<file path="src/rtl/seq_sort6.sv">
`default_nettype none
// ============================================================================
// Module   : seq_sort6
// Brief    : Serial N-entry sorter. Loads N values over a valid/ready stream,
//            bubble-sorts in place with one compare-exchange per cycle, and
//            then drains the values in ascending order.
// Revision : 1.0 - initial release
// ============================================================================
module seq_sort6 #(
    parameter int N = 6,
    parameter int W = 8
) (
    input  logic         clk,
    input  logic         rst,
    input  logic         in_valid,
    output logic         in_ready,
    input  logic [W-1:0] in_data,
    output logic         out_valid,
    input  logic         out_ready,
    output logic [W-1:0] out_data,
    output logic         out_last,
    output logic         busy
);

    localparam int IW = (N > 2) ? $clog2(N) : 1;
    localparam logic [IW-1:0] c_IDX_LAST = IW'(N - 1);
    localparam logic [IW-1:0] c_J_LAST   = IW'(N - 2);

    typedef enum logic [1:0] {
        S_LOAD  = 2'd0,
        S_SORT  = 2'd1,
        S_DRAIN = 2'd2
    } state_t;

    state_t        r_state;
    logic [W-1:0]  r_buf [N];
    logic [IW-1:0] r_idx;
    logic [IW-1:0] r_j;
    logic [IW-1:0] r_pass;
    logic          r_in_ready;
    logic          r_out_valid;
    logic [W-1:0]  r_out_data;
    logic          r_out_last;
    logic          r_busy;

    logic [IW-1:0] w_j1;
    logic [IW-1:0] w_idx_nxt;
    logic [W-1:0]  w_a;
    logic [W-1:0]  w_b;
    logic          w_swap;
    logic [W-1:0]  w_first;

    assign w_j1      = r_j + 1'b1;
    assign w_idx_nxt = r_idx + 1'b1;
    assign w_a       = r_buf[r_j];
    assign w_b       = r_buf[w_j1];
    assign w_swap    = (w_a > w_b);
    // Value of buf[0] once the current compare lands; the final compare can
    // touch entry 0 only when N == 2.
    assign w_first   = ((r_j == '0) && w_swap) ? w_b : r_buf[0];

    always_ff @(posedge clk) begin
        if (rst) begin
            r_state     <= S_LOAD;
            r_idx       <= '0;
            r_j         <= '0;
            r_pass      <= '0;
            for (int i = 0; i < N; i++) begin
                r_buf[i] <= '0;
            end
            r_in_ready  <= 1'b1;
            r_out_valid <= 1'b0;
            r_out_data  <= '0;
            r_out_last  <= 1'b0;
            r_busy      <= 1'b0;
        end else begin
            case (r_state)
                S_LOAD: begin
                    if (in_valid && r_in_ready) begin
                        r_buf[r_idx] <= in_data;
                        if (r_idx == c_IDX_LAST) begin
                            r_idx      <= '0;
                            r_j        <= '0;
                            r_pass     <= '0;
                            r_state    <= S_SORT;
                            r_in_ready <= 1'b0;
                            r_busy     <= 1'b1;
                        end else begin
                            r_idx <= w_idx_nxt;
                        end
                    end
                end
                S_SORT: begin
                    if (w_swap) begin
                        r_buf[r_j]  <= w_b;
                        r_buf[w_j1] <= w_a;
                    end
                    if (r_j == c_J_LAST) begin
                        r_j <= '0;
                        if (r_pass == c_J_LAST) begin
                            r_pass      <= '0;
                            r_state     <= S_DRAIN;
                            r_out_valid <= 1'b1;
                            r_out_data  <= w_first;
                            r_out_last  <= 1'b0;
                        end else begin
                            r_pass <= r_pass + 1'b1;
                        end
                    end else begin
                        r_j <= w_j1;
                    end
                end
                S_DRAIN: begin
                    if (r_out_valid && out_ready) begin
                        if (r_idx == c_IDX_LAST) begin
                            r_idx       <= '0;
                            r_state     <= S_LOAD;
                            r_out_valid <= 1'b0;
                            r_out_last  <= 1'b0;
                            r_in_ready  <= 1'b1;
                            r_busy      <= 1'b0;
                        end else begin
                            r_idx      <= w_idx_nxt;
                            r_out_data <= r_buf[w_idx_nxt];
                            r_out_last <= (w_idx_nxt == c_IDX_LAST);
                        end
                    end
                end
                default: begin
                    r_state     <= S_LOAD;
                    r_idx       <= '0;
                    r_in_ready  <= 1'b1;
                    r_out_valid <= 1'b0;
                    r_busy      <= 1'b0;
                end
            endcase
        end
    end

    assign in_ready  = r_in_ready;
    assign out_valid = r_out_valid;
    assign out_data  = r_out_data;
    assign out_last  = r_out_last;
    assign busy      = r_busy;

endmodule
`default_nettype wire

</file>
<file path="config.mk">
export PLATFORM = sky130hd
export DESIGN_NAME = seq_sort6
export DESIGN_NICKNAME = d
export VERILOG_FILES = /design/src/rtl/seq_sort6.sv
export SDC_FILE = /design/constraint.sdc
export NUM_CORES = 1
export LEC_CHECK = 0
export ABC_CLOCK_PERIOD_IN_PS = 5300
export CORE_UTILIZATION = 60
export DETAILED_ROUTE_END_ITERATION = 12
export PLACE_DENSITY_LB_ADDON = 0.1
export SYNTH_ARGS = -nofsm -noshare
export SYNTH_HDL_FRONTEND = slang
export SYNTH_SLANG_ARGS = --single-unit
</file>
<file path="constraint.sdc">
create_clock -name clk -period 5.3 [get_ports clk]
set_input_delay 1.06 -clock clk [delete_from_list [all_inputs] [get_ports clk]]
set_output_delay 1.06 -clock clk [all_outputs]
set_load 0.01 [all_outputs]
</file>
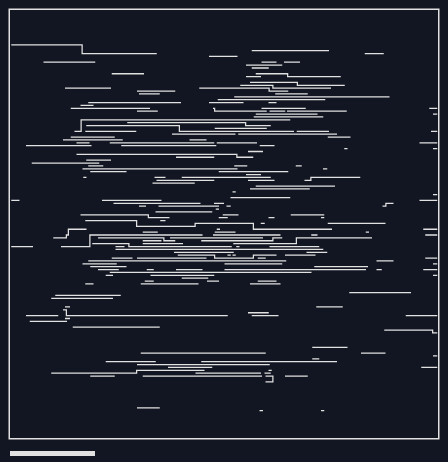
(images/met3.png)
Bar = 20 um.
127 nets have wire on it. The layer holds 12% of the routed length. The layer carries 2180 um of wire. The longest straight run is 49.2 um.

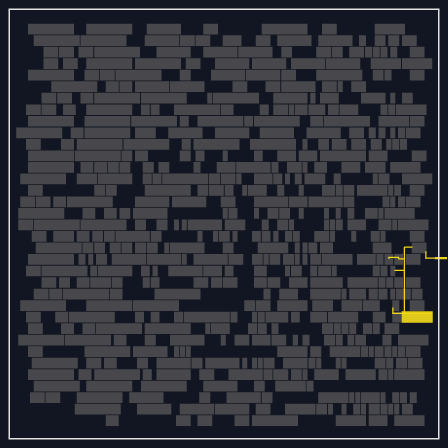
(images/port_nets.png)
Key: yellow = out_valid [direction output, edge east, end cells 1, buffers 1, wire 38.8 um]

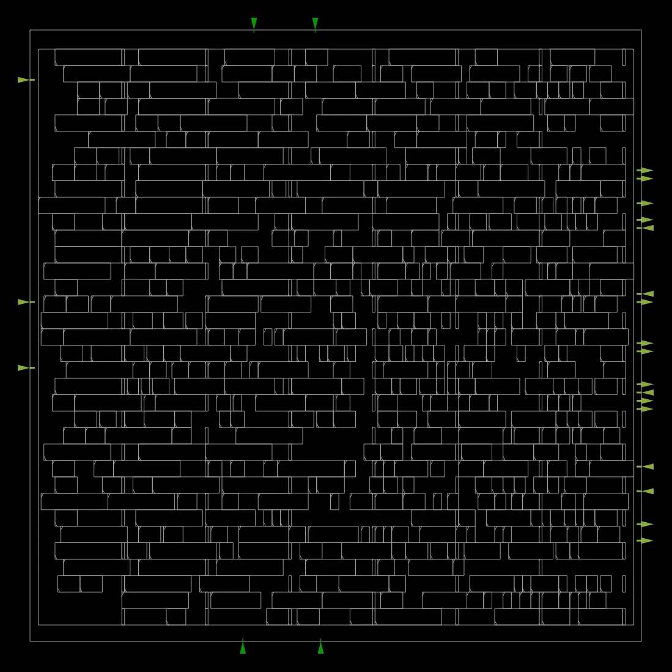
(images/final_placement.png)
layout sequential cell count: 90
post-layout util: 0.7077
fill count: 720

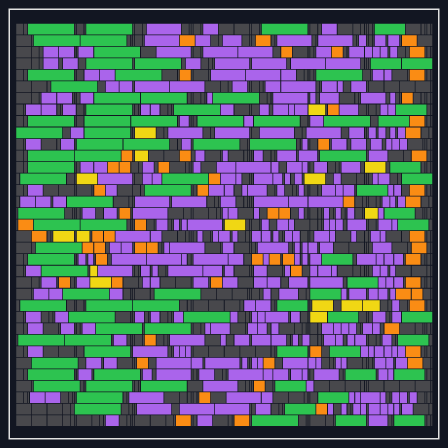
(images/cell_classes.png)
Fill, decap, tap and diode cells in gray.
Key: purple = all other logic [cells 361]; yellow = clock drivers and dummy loads [cells 16]; orange = other buffers and delay cells [cells 64]; green = flip-flops [cells 90]

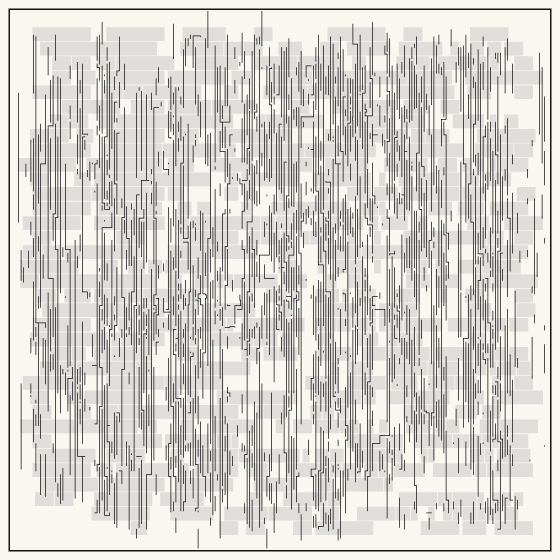
(images/met2.png)
Cells faint in the background.
The wires run mostly vertical. The longest straight run is 53.5 um.

==> impl_metrics.yaml <==
# yosys + openroad results
drt:
  antenna_left: 0
  wirelength_mm: 17.47
hold_path:
  min_path_cells: 1
  hold_end: "busy"
  hold_start: "busy"
  hold_path_class: "flop to flop"
cells_and_area:
  final-clk-cell-share: 0.02849
  drive_above_1_share: 0.2298
  nMultiInputCombCells: 336
  n_all_buffers: 64
  finalNonFillerCells: 660
  combAreaFraction: 0.4837
  syn2layout_area_growth_pct: 12.62
  nets: 553
  lay_top_count: "edfxtp_1"
  largest_register_ff_count: 64
  fin_area_sq_um: 6633
  n_clock_buffer: 9
synth:
  yosys_warnings: 0
  synthArstFlopShare: 0
  ys_ff: 90
  yosysChipArea_sq_um: 5889
  ys_cells: 486
  top_cell_area_share: 0.3263
  mappedNetlistArea_sq_um: 5889
  top_cell: "edfxtp_1"
  synthesis.nets: 513
  edf_count: 64
  top_area_cell: "edfxtp_1"
  ys_types: 52
  area_leaders: "edfxtp_1, mux4_2, mux2i_1"
  simple_gate_share: 0.08201
  syn_inst: 486
  netlist_logic_family_top: "multiplexers"
place:
  dp.cells: 644
  numPortBuffers: 23
  place_hpwl_mm: 12.87
  dpl_worst_slack_ns: 0.6582
  placed_cell_area_sq_um: 6444
timing:
  hold_violations: 0
  setup_viol: 0
  fin_crit_ns: 4.700
  setup_slack_ns: 0.6001
  period_used_share: 0.8868
pwr:
  seqPwrFrac: 0.530
  p_comb_frac: 0.160
  power_leader: "sequential cells"
  p_int_w: 0.001070
  p_clk_frac: 0.309
  leakagePower_nw: 2.365
run:
  maxCapViolations: 0
  tool_warnings: 30
critical_path:
  worstPathMaxFanout: 24
  path_buffers: 4
  slowest_delay_ns: 0.73
  end_kind: "flop"
  r2r_cells: 15
  critPathLaunch: "r_j[0]"
  path_delay_family: "AND-OR/OR-AND gates"
outcome:
  status: "finished, final reports clean"
clock_network:
  ctsResizeCount: 0
  cts_buffers: 9
  post_cts_buffers: 0
  clk_pin_slew_ns: 0.10
  insertion_delay_ns: 0.38
  htreeDepth: 3
  cts_tree: "yes"
  cts_max_path_buffers: 2
global_routing:
  grtUsageMet3: 0.1137
  grt_max_degree: 25
  top_usage_layer: "met2"
floorplanning:
  row_count: 35
Power is estimated from default activity; no workload was simulated.
